==> config.mk <==
export PLATFORM = sky130hd
export DESIGN_NAME = pixel_ram_writer_flat
export DESIGN_NICKNAME = d
export VERILOG_FILES = /design/src/rtl/pixel_ram_writer_if.sv /design/src/rtl/pixel_ram_writer.sv /design/src/flat_wrapper.sv
export SDC_FILE = /design/constraint.sdc
export NUM_CORES = 1
export LEC_CHECK = 0
export CAP_MARGIN = 20
export CORE_MARGIN = 2
export CORE_UTILIZATION = 40
export CTS_CLUSTER_SIZE = 28
export DETAILED_ROUTE_END_ITERATION = 16
export PLACE_DENSITY = 0.65
export SETUP_SLACK_MARGIN = 0.05
export SYNTH_ARGS = -nofsm -noshare
export SYNTH_HDL_FRONTEND = slang
export SYNTH_SLANG_ARGS = --single-unit
==> constraint.sdc <==
create_clock -name i_clk -period 3.8 [get_ports i_clk]
set_clock_uncertainty 0.15 [all_clocks]
set_input_delay 0.76 -clock i_clk [delete_from_list [all_inputs] [get_ports i_clk]]
set_output_delay 0.76 -clock i_clk [all_outputs]
set_load 0.01 [all_outputs]
==> src/rtl/pixel_ram_writer_if.sv <==
// Pixel RAM writer bus bundle.
// Groups the frame-load control, the byte stream and the RAM port-A write
// signals so they travel as one port.
//   master : the stream/control source (drives start, base_addr, in_*),
//            observes the writer outputs.
//   slave  : the writer itself.
// Signals:
//   start       - one-cycle request to begin a frame load
//   base_addr   - first word address, sampled on an accepted start
//   in_valid    - in_data/in_last valid
//   in_ready    - writer accepts a byte this cycle
//   in_data     - pixel byte
//   in_last     - final byte of the frame
//   address_a   - RAM port-A word address
//   data_a      - RAM port-A write data
//   byteena_a   - RAM port-A byte enables
//   wren_a      - RAM port-A write strobe
//   busy        - high from an accepted start until done
//   done        - one-cycle completion pulse
//   short_frame - sticky: in_last came before a full frame
interface pixel_ram_writer_if;
  logic        start;
  logic [16:0] base_addr;
  logic        in_valid;
  logic        in_ready;
  logic [7:0]  in_data;
  logic        in_last;
  logic [16:0] address_a;
  logic [31:0] data_a;
  logic [3:0]  byteena_a;
  logic        wren_a;
  logic        busy;
  logic        done;
  logic        short_frame;

  modport master (
    output start, base_addr, in_valid, in_data, in_last,
    input  in_ready, address_a, data_a, byteena_a, wren_a, busy, done, short_frame
  );

  modport slave (
    input  start, base_addr, in_valid, in_data, in_last,
    output in_ready, address_a, data_a, byteena_a, wren_a, busy, done, short_frame
  );
endinterface

==> src/rtl/pixel_ram_writer.sv <==
// Pixel RAM writer.
// Accepts a stream of 8-bit pixels, packs them little-endian into 32-bit
// words and writes each word to RAM port A at consecutive word addresses
// starting at base_addr. A frame ends on in_last or after FRAME_BYTES bytes,
// whichever comes first. The RAM is never read.
// Ports:
//   i_clk   - clock, rising edge
//   i_rst_n - asynchronous active-low reset
//   bus     - pixel_ram_writer_if.slave (control, byte stream, RAM port A)
module pixel_ram_writer #(
  parameter int unsigned FRAME_BYTES = 65536
) (
  input  logic                i_clk,
  input  logic                i_rst_n,
  pixel_ram_writer_if.slave   bus
);

  localparam logic [1:0] ST_IDLE  = 2'd0;
  localparam logic [1:0] ST_FILL  = 2'd1;
  localparam logic [1:0] ST_WRITE = 2'd2;
  localparam logic [1:0] ST_DONE  = 2'd3;

  localparam logic [19:0] FRAME_LEN = 20'(FRAME_BYTES);

  logic [1:0]  r_state;
  logic [1:0]  w_state_next;
  logic [16:0] r_addr;
  logic [31:0] r_pack;
  logic [3:0]  r_be;
  logic [19:0] r_count;
  logic        r_last;
  logic        r_short;

  logic        w_accept;
  logic [19:0] w_count_inc;
  logic [1:0]  w_lane;
  logic        w_word_end;
  logic        w_frame_end;

  assign w_accept    = bus.in_valid && (r_state == ST_FILL);
  assign w_count_inc = r_count + 20'd1;
  // Words always start aligned to the frame, so the lane is the count LSBs.
  assign w_lane      = r_count[1:0];
  assign w_word_end  = (w_lane == 2'd3) || bus.in_last || (w_count_inc == FRAME_LEN);
  assign w_frame_end = r_last || (r_count == FRAME_LEN);

  always_comb begin
    w_state_next = r_state;
    case (r_state)
      ST_IDLE:  if (bus.start) w_state_next = ST_FILL;
      ST_FILL:  if (w_accept && w_word_end) w_state_next = ST_WRITE;
      ST_WRITE: w_state_next = w_frame_end ? ST_DONE : ST_FILL;
      ST_DONE:  w_state_next = ST_IDLE;
      default:  w_state_next = ST_IDLE;
    endcase
  end

  always_ff @(posedge i_clk or negedge i_rst_n) begin
    if (!i_rst_n) begin
      r_state <= ST_IDLE;
      r_addr  <= '0;
      r_pack  <= '0;
      r_be    <= '0;
      r_count <= '0;
      r_last  <= 1'b0;
      r_short <= 1'b0;
    end else begin
      r_state <= w_state_next;
      case (r_state)
        ST_IDLE: begin
          if (bus.start) begin
            r_addr  <= bus.base_addr;
            r_pack  <= '0;
            r_be    <= '0;
            r_count <= '0;
            r_last  <= 1'b0;
            r_short <= 1'b0;
          end
        end
        ST_FILL: begin
          if (w_accept) begin
            r_pack[{w_lane, 3'b000} +: 8] <= bus.in_data;
            r_be[w_lane]                  <= 1'b1;
            r_count                       <= w_count_inc;
            r_last                        <= bus.in_last;
            // in_last on the final allowed byte is a normal end.
            if (bus.in_last && (w_count_inc < FRAME_LEN)) r_short <= 1'b1;
          end
        end
        ST_WRITE: begin
          r_addr <= r_addr + 17'd1;
          r_pack <= '0;
          r_be   <= '0;
        end
        default: ;
      endcase
    end
  end

  assign bus.in_ready    = (r_state == ST_FILL);
  assign bus.wren_a      = (r_state == ST_WRITE);
  assign bus.busy        = (r_state == ST_FILL) || (r_state == ST_WRITE);
  assign bus.done        = (r_state == ST_DONE);
  assign bus.address_a   = r_addr;
  assign bus.data_a      = r_pack;
  assign bus.byteena_a   = r_be;
  assign bus.short_frame = r_short;

endmodule

==> src/flat_wrapper.sv <==
// flat-port wrapper written by rule: the top's interface ports become plain ports
module pixel_ram_writer_flat 
#(
  parameter int unsigned FRAME_BYTES = 65536
)
  (i_clk, i_rst_n, bus_start, bus_base_addr, bus_in_valid, bus_in_data, bus_in_last, bus_in_ready, bus_address_a, bus_data_a, bus_byteena_a, bus_wren_a, bus_busy, bus_done, bus_short_frame);
  pixel_ram_writer_if bus_i ();
  input  logic i_clk;
  input  logic i_rst_n;
  input wire logic [$bits(bus_i.start)-1:0] bus_start;
  input wire logic [$bits(bus_i.base_addr)-1:0] bus_base_addr;
  input wire logic [$bits(bus_i.in_valid)-1:0] bus_in_valid;
  input wire logic [$bits(bus_i.in_data)-1:0] bus_in_data;
  input wire logic [$bits(bus_i.in_last)-1:0] bus_in_last;
  output wire logic [$bits(bus_i.in_ready)-1:0] bus_in_ready;
  output wire logic [$bits(bus_i.address_a)-1:0] bus_address_a;
  output wire logic [$bits(bus_i.data_a)-1:0] bus_data_a;
  output wire logic [$bits(bus_i.byteena_a)-1:0] bus_byteena_a;
  output wire logic [$bits(bus_i.wren_a)-1:0] bus_wren_a;
  output wire logic [$bits(bus_i.busy)-1:0] bus_busy;
  output wire logic [$bits(bus_i.done)-1:0] bus_done;
  output wire logic [$bits(bus_i.short_frame)-1:0] bus_short_frame;
  assign bus_i.start = bus_start;
  assign bus_i.base_addr = bus_base_addr;
  assign bus_i.in_valid = bus_in_valid;
  assign bus_i.in_data = bus_in_data;
  assign bus_i.in_last = bus_in_last;
  assign bus_in_ready = bus_i.in_ready;
  assign bus_address_a = bus_i.address_a;
  assign bus_data_a = bus_i.data_a;
  assign bus_byteena_a = bus_i.byteena_a;
  assign bus_wren_a = bus_i.wren_a;
  assign bus_busy = bus_i.busy;
  assign bus_done = bus_i.done;
  assign bus_short_frame = bus_i.short_frame;
  pixel_ram_writer #(.FRAME_BYTES(FRAME_BYTES)) u_core (.i_clk(i_clk), .i_rst_n(i_rst_n), .bus(bus_i));
endmodule
==> results.cfg, run 1 <==
; synthesis and place-and-route metrics
[cells_and_area]
layoutNonFillerInstCount = 689
area.growth.synth_to_final_pct = 29.4
share_of_final_layout_standard_cells_stronger_than_drive_strength_1 = 0.0669
fin_util = 0.525
final_net_count = 588
antenna-diode-count = 0
final_cell_mix = sky130_fd_sc_hd__clkdlybuf4s50_1, sky130_fd_sc_hd__dfrtp_1, sky130_fd_sc_hd__nand2_1
final_common_cell = sky130_fd_sc_hd__clkdlybuf4s50_1

[final_timing]
max_freq_mhz = 348
setup-tns-final_ns = 0
relSlewSlack = 0.353
count_of_pins_over_their_slew_limit = 0
final_hold_viol_count = 0
timing.final.crit_period_ns = 2.87
tightestPinTransition_ns = 0.970
setup_slack_ns = 0.927
rsz_0062_raised_after_global_routing = no
period_used_share = 0.756
setup_viol_count_final = 0

[setup_path]
worst-r2r-cell-count = 8
worstPathArrival_ns = 3.00
crit_path_most_repeated_cell = sky130_fd_sc_hd__nand2_1
critical-path-slowest-cell = sky130_fd_sc_hd__dfrtp_1
critPathKind = reg2reg
required_time_at_the_worst_slack_endpoint_ns = 3.93
critical_path.endpoint_type = register
flop_to_flop_setup_slack_ns = 0.93
r2r-start = u_core.r_count[0]
timing.critical_path.max_delay_family = simple AND/OR/NAND/NOR gates
crit_path_cell_trace = ha_1, nand2_1, o21ai_0, or4b_1, nor4_2, nand4_1, nand2_1, mux2i_1
critical_path_cell_count = 8
cp_num_buf_inv = 0
critPathLaunchType = register
max_stage_delay_ns = 0.59
rr_endpoint = u_core.r_state[0]
worst-path-max-fanout = 13

[yosys]
ys_cells = 469
yosys-top-cells-area = sky130_fd_sc_hd__dfrtp_1, sky130_fd_sc_hd__o21ai_0, sky130_fd_sc_hd__nand2_1
ys_seq_share = 0.466
synth_warnings = 0
netlist_instances = 469
synth-main-ff-cell = sky130_fd_sc_hd__dfrtp_1
fp_nets = 509
synth-async-reset-ratio = 1.00
ys_ff = 77
synth-edff-count = 0
post-synth-top-area-fraction = 0.466
number_of_distinct_standard_cells_referenced_by_the_synthesized_netlist = 48
syn_area_per_cell_um2 = 8.81
yosys.stat.chipArea_mm2 = 0.00413
netlist.top_cell.by_area = sky130_fd_sc_hd__dfrtp_1
mappedNetlistArea_mm2 = 0.00413

[power_and_ir_drop]
power_dens_cells_mw_per_mm2 = 651
worst_voltage_drop_across_the_vdd_grid_v = 0.000252
leakage_uw = 0.00225
tot_pwr_uw = 3480

[floorplanning]
fp_util = 0.406
num_io_pins = 88
chip_area_mm2 = 0.0112
die_width_um = 106
row_cnt = 37
die_height_um = 106
core_area_mm2 = 0.0102

[routing]
top_signal_layer_used = met4
detailroute.wirelength.met3_um = 516
routedLengthMet1_mm = 4.84
viasPerCell = 5.51
routed-wl-met2_mm = 4.99
detailedRoute.firstPassIterationCount = 5
drtIter0Drc = 218
wire_per_inst_um = 15.4
post_drt_antenna_nets = 0
drc = 0

[run]
max-cap-violations = 0
warning_count = 33

[global_routing]
grt_max_degree = 78
grt_antenna_before_repair = 0
first_global_vias = 3476
grt_pass1_wl_mm = 17.5
grt_ovf = 0

[clock_network]
cts-resized-gates = 0
hold_buffers = 0
cts_tree = built
worst_skew_pair.late_latency_ns = 0.35
clk_pin_slew_worst_paths_ns = 0.09
clock-sinks = 77
numCtsBuffers = 9
clock-root-buffer = sky130_fd_sc_hd__clkbuf_8
cts-root-to-sink-buffers = 2
postCtsSetupBuffers = 0
cts_htree_levels = 3

[placed_design]
place.detailed.hpwl_mm = 7.48
pre_cts_slack_ns = 0.650
dp.cells = 673
portBuffers = 87
routability_driven_placement_congestion_ratio = 0.895

[min_path]
hp-start = u_core.bus.data_a[6]
hold_class = reg2reg
hold_path_depth = 2
hold_end = u_core.bus.data_a[6]

[run_status]
outcome = complete, no violations
-- run 1: state kept, by name (all words and copies together), names as in the netlist --
name,flops
u_core.bus.address_a,17
u_core.bus.byteena_a,4
u_core.bus.data_a,32
u_core.bus.short_frame,1
u_core.r_count,20
u_core.r_last,1
u_core.r_state,2
-- run 1: how the worst max path moves through the flow --
stage,start,to
global placement,bus_start,u_core.r_state[0]
global route,u_core.r_count[0],u_core.r_state[0]
detailed placement,bus_start,u_core.r_state[0]
finish,u_core.r_count[0],u_core.r_state[0]
floorplan,u_core.r_state[1],u_core.r_state[0]
CTS,u_core.r_count[0],u_core.r_state[0]
-- run 1: cell families (layout without fill, tap and decap cells) --
| kind of cell | after synthesis | count (layout) | share of synthesized area |
|---|---|---|---|
| AND/OR/NAND/NOR | 192 | 192 | 0.238 |
| AND-OR/OR-AND | 142 | 142 | 0.198 |
| flip-flops | 77 | 77 | 0.466 |
| buffers and inverters | 34 | 118 | 0.0336 |
| adder cells (fa/ha/maj) | 10 | 10 | 0.0303 |
| multiplexers | 10 | 10 | 0.0245 |
| XOR/XNOR | 4 | 4 | 0.00848 |
-- run 1: through the flow --
step	hold slack (ns)	area (um^2)
6_report	0.334	5350
5_1_grt	0.371	5350
4_1_cts	0.341	5350
3_5_place_dp	0.319	5110
3_3_place_gp	0.312	5110
2_1_floorplan	0.314	4130
-- run 1: per-layer routing --
metal | GRT usage | vias to the layer above
met2 | 0.304 | 97
met4 | 0.0714 | 0
met5 | 0 | -
li1 | - | 1864
met3 | 0.0334 | 21
met1 | 0.269 | 1812
-- run 1: cell usage after synthesis, types with 3 or more instances --
cell type / count
sky130_fd_sc_hd__dfrtp_1: 77
sky130_fd_sc_hd__nand2_1: 76
sky130_fd_sc_hd__o21ai_0: 69
sky130_fd_sc_hd__nor2_1: 29
sky130_fd_sc_hd__a21oi_1: 27
sky130_fd_sc_hd__nand3_1: 23
sky130_fd_sc_hd__o22ai_1: 17
sky130_fd_sc_hd__and3_1: 16
sky130_fd_sc_hd__clkbuf_1: 14
sky130_fd_sc_hd__a22o_1: 11
sky130_fd_sc_hd__nand4_1: 11
sky130_fd_sc_hd__ha_1: 10
sky130_fd_sc_hd__inv_1: 10
sky130_fd_sc_hd__mux2i_1: 9
sky130_fd_sc_hd__nor3_1: 8
sky130_fd_sc_hd__buf_2: 6
sky130_fd_sc_hd__nor4_1: 6
sky130_fd_sc_hd__a31oi_1: 4
sky130_fd_sc_hd__and3_2: 3
sky130_fd_sc_hd__buf_1: 3
sky130_fd_sc_hd__nand2b_1: 3
sky130_fd_sc_hd__o21ai_1: 3
-- run 1: power by group --
part	switching (uW)	total (uW)	internal, uW
clock network	357	745	388
registers	192	1180	992
logic	890	1550	659
total	1440	3480	2040
-- run 1: final cells by class --
| cell class | instances | area [um^2] |
|---|---|---|
| clock inverters | 7 | 116 |
| fillers | 950 | 4840 |
| flip-flops and latches | 77 | 1930 |
| multi-input cells | 358 | 2070 |
| clock buffers | 9 | 124 |
| repair buffers | 92 | 906 |
| well taps | 136 | 170 |
| inverters | 10 | 37.5 |
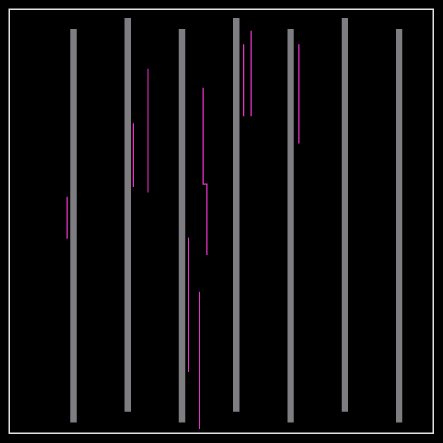
(run_1/met4.png)
Drawn at 4 px/um. Supply wires on this layer in gray.
main direction = vertical
nets with wire on the layer = 9
via count: 3794
wire length after detailed routing: 10.6 mm

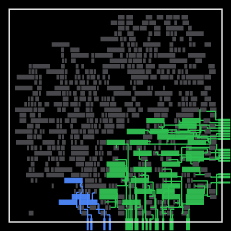
(run_1/port_nets.png)
Drawn at 2 px/um.
green -> bus_data_a  # bits 32, direction output, edge 16 bottom, 16 right, end cells 32, buffers 32, wire 893 um
blue -> bus_byteena_a  # bits 4, direction output, edge bottom, end cells 4, buffers 4, wire 77.1 um

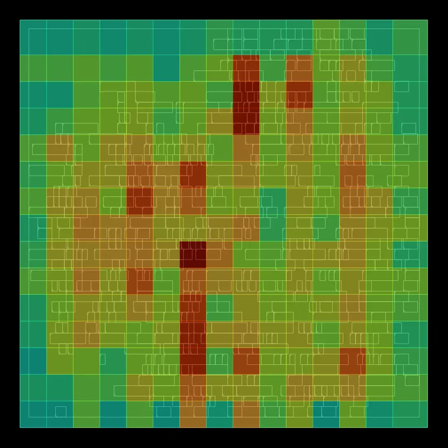
(run_1/final_congestion.png)
met3 global-route usage: 0.0334
Tot GR Track Use: 0.194

==> run_1/clock_map.png <==
Drawn at 4 px/um.
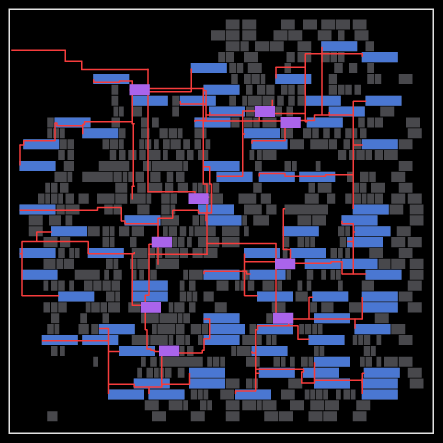

==> run 1 -> run 2 <==
clock period = 2.8 ns   (was 3.8 ns; I/O delays follow)
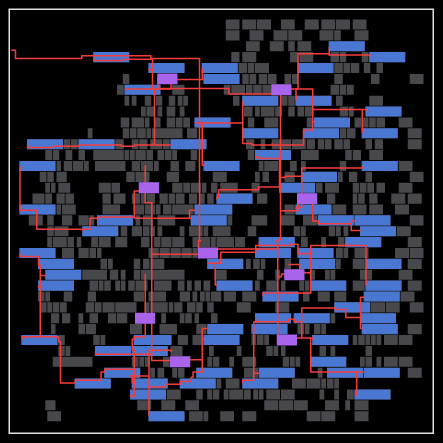
(run_2/clock_map.png)
Drawn at 4 px/um.
red -> clock wires  # length 1080 um
blue -> flip-flops  # count 77
purple -> cells driving clock nets  # count 9
flops lie = widely spread
routed clock nets = 10
share of total power in the clock network: 0.190
clock insertion delay at the later pin of the skew report: 0.36 ns
Clk. pwr: 893 uW

==> run 2 against run 1 <==
Effect of this change:
- clock power grew about 20%
- global-route usage increased by 0.70 points
- final cell count is 2.3% higher
- largest cell class unchanged
- routed wire length up 1.4%
- largest power group unchanged
==> results.cfg, run 2 <==
; synthesis and place-and-route metrics
[cells_and_area]
final_common_cell = sky130_fd_sc_hd__clkdlybuf4s50_1
antenna-diode-count = 0
final_cell_mix = sky130_fd_sc_hd__clkdlybuf4s50_1, sky130_fd_sc_hd__nand2_1, sky130_fd_sc_hd__dfrtp_1
final_net_count = 604
largest_register_ffs = 32
share_of_final_layout_standard_cells_stronger_than_drive_strength_1 = 0.0967
fill_cells = 954
layoutNonFillerInstCount = 705
area.growth.synth_to_final_pct = 32.2

[min_path]
hold_class = reg2reg

[power_and_ir_drop]
tot_pwr_uw = 4710
worst_voltage_drop_across_the_vdd_grid_v = 0.000353
power_dens_cells_mw_per_mm2 = 862
leakage_uw = 0.00232

[clock_network]
clk_pin_slew_worst_paths_ns = 0.08
clock-root-buffer = sky130_fd_sc_hd__clkbuf_8
cts_tree = built
cts_htree_levels = 3
clock-sinks = 77
numCtsBuffers = 9
cts-root-to-sink-buffers = 2

[routing]
detailedRoute.firstPassIterationCount = 5
drtIter0Drc = 123
vias = 3851
viasPerCell = 5.46
post_drt_antenna_nets = 0
drc = 0
wirelength_mm = 10.7

[setup_path]
critical-path-slowest-cell = sky130_fd_sc_hd__clkdlybuf4s50_1
worstPathArrival_ns = 1.86
critPathKind = reg2out
critPathLaunchType = register
required_time_at_the_worst_slack_endpoint_ns = 2.09
worst-path-max-fanout = 6
max_stage_delay_ns = 0.61
critical_path.endpoint_type = output port
crit_path_cell_trace = inv_1, ha_1, clkdlybuf4s50_1

[yosys]
mappedNetlistArea_mm2 = 0.00413
netlist.top_cell.by_area = sky130_fd_sc_hd__dfrtp_1
number_of_distinct_standard_cells_referenced_by_the_synthesized_netlist = 48
ys_ff = 77
netlist_instances = 469
synth-main-ff-cell = sky130_fd_sc_hd__dfrtp_1
yosys-top-cells-area = sky130_fd_sc_hd__dfrtp_1, sky130_fd_sc_hd__o21ai_0, sky130_fd_sc_hd__nand2_1
synth-edff-count = 0
post-synth-top-area-fraction = 0.466
yosys.stat.chipArea_mm2 = 0.00413
synth-async-reset-ratio = 1.00
synth_dominant_cell_count = sky130_fd_sc_hd__dfrtp_1
ys_cells = 469
ys_seq_share = 0.466
yosys-top-cells-count = sky130_fd_sc_hd__dfrtp_1, sky130_fd_sc_hd__nand2_1, sky130_fd_sc_hd__o21ai_0
synth_warnings = 0
syn_area_per_cell_um2 = 8.81
fp_nets = 509

[global_routing]
grt_antenna_before_repair = 0
grt_max_degree = 78
grt_pass1_wl_mm = 18.1
grt_ovf = 0
first_global_vias = 3607

[placed_design]
portBuffers = 87
place.detailed.hpwl_mm = 7.67
pre_cts_slack_ns = -0.0198
dp.cells = 687
routability_driven_placement_congestion_ratio = 0.875

[floorplanning]
die_height_um = 106
row_cnt = 37
die_width_um = 106
core_area_mm2 = 0.0102
num_io_pins = 88
chip_area_mm2 = 0.0112
fp_util = 0.406

[final_timing]
setup_slack_ns = 0.233
relSlewSlack = 0.393
period_used_share = 0.917
setup_viol_count_final = 0
max_freq_mhz = 390
tightestPinTransition_ns = 0.904
timing.final.crit_period_ns = 2.57
final_hold_viol_count = 0
count_of_pins_over_their_slew_limit = 0
rsz_0062_raised_after_global_routing = no

[run]
warning_count = 33
max-cap-violations = 0

[run_status]
outcome = complete, no violations
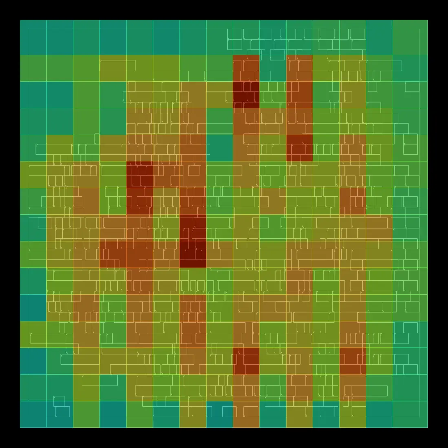
(run_2/final_congestion.png)
Tot GR Track Use: 0.201
final cell utilization of the core: 0.536
met1 Usage GRT: 0.275
wire length per cell after detailed routing: 15.2 um

## run 2: cell type report
cell class / instances / area (um^2) / share of cell area
multi-input combinational: 358 / 2070 / 0.379
sequential: 77 / 1930 / 0.353
timing repair buffer: 108 / 1050 / 0.192
tap: 136 / 170 / 0.0312
clock buffer: 10 / 138 / 0.0252
clock inverter: 6 / 68.8 / 0.0126
inverter: 10 / 37.5 / 0.00687
## run 2: per-stage QoR
step	hold slack [ns]	setup TNS (ns)	util	cell area, um^2
floorplan	0.114	0	-	4130
CTS	0.234	0	0.532	5420
global route	0.371	0	0.536	5460
detailed placement	0.319	-0.0198	0.512	5210
global placement	0.311	0	0.512	5210
finish	0.330	0	0.536	5460
## run 2: final timing paths
check	slack, ns	end	from	cells past startpoint
worst max-delay path	0.23	bus_wren_a	u_core.r_state[0]	3
worst min-delay path	0.33	u_core.bus.data_a[6]	u_core.bus.data_a[6]	2
worst max register to register	0.25	u_core.r_state[0]	u_core.r_count[3]	7
worst min register to register	0.33	u_core.bus.data_a[6]	u_core.bus.data_a[6]	2
max in group asynchronous	1.49	u_core.r_state[1]	i_rst_n	3
min in group asynchronous	0.43	u_core.r_count[2]	i_rst_n	2
## run 2: report_power, final
group          internal, uW  switching [uW]
Sequential             1350             254
Combinational           983            1230
Clock                   443             450
## run 2: cell families (layout without fill, tap and decap cells)
logic type | Yosys count | after routing | synth area share
AND-OR/OR-AND | 142 | 142 | 0.198
XOR/XNOR | 4 | 4 | 0.00848
adder cells (fa/ha/maj) | 10 | 10 | 0.0303
buffers and inverters | 34 | 134 | 0.0336
flip-flops | 77 | 77 | 0.466
multiplexers | 10 | 10 | 0.0245
AND/OR/NAND/NOR | 192 | 192 | 0.238
## run 2: timing repair
action / in CTS / in global routing
gates resized: 0 / 3
setup endpoints to repair: 0 / 2
buffers inserted: 0 / 0
hold buffers: 0 / 1
hold endpoints to repair: 0 / 11
## run 2: routing by layer
layer / vias up / part of all wire / track usage
met1: 1839 / 0.45 / 0.275
met3: 17 / 0.048 / 0.0359
met4: 0 / 0.019 / 0.0780
li1: 1888 / - / -
met2: 107 / 0.48 / 0.317
met5: - / 0 / 0
## run 2: worst max-delay path, delay by kind of cell (launching register included)
kind	cells	cell delay [ns]
buffers and inverters	2	0.76
flip-flops	1	0.41
adder cells (fa/ha/maj)	1	0.33
Power figures rest on the tool's default switching activity, not on a simulated workload.
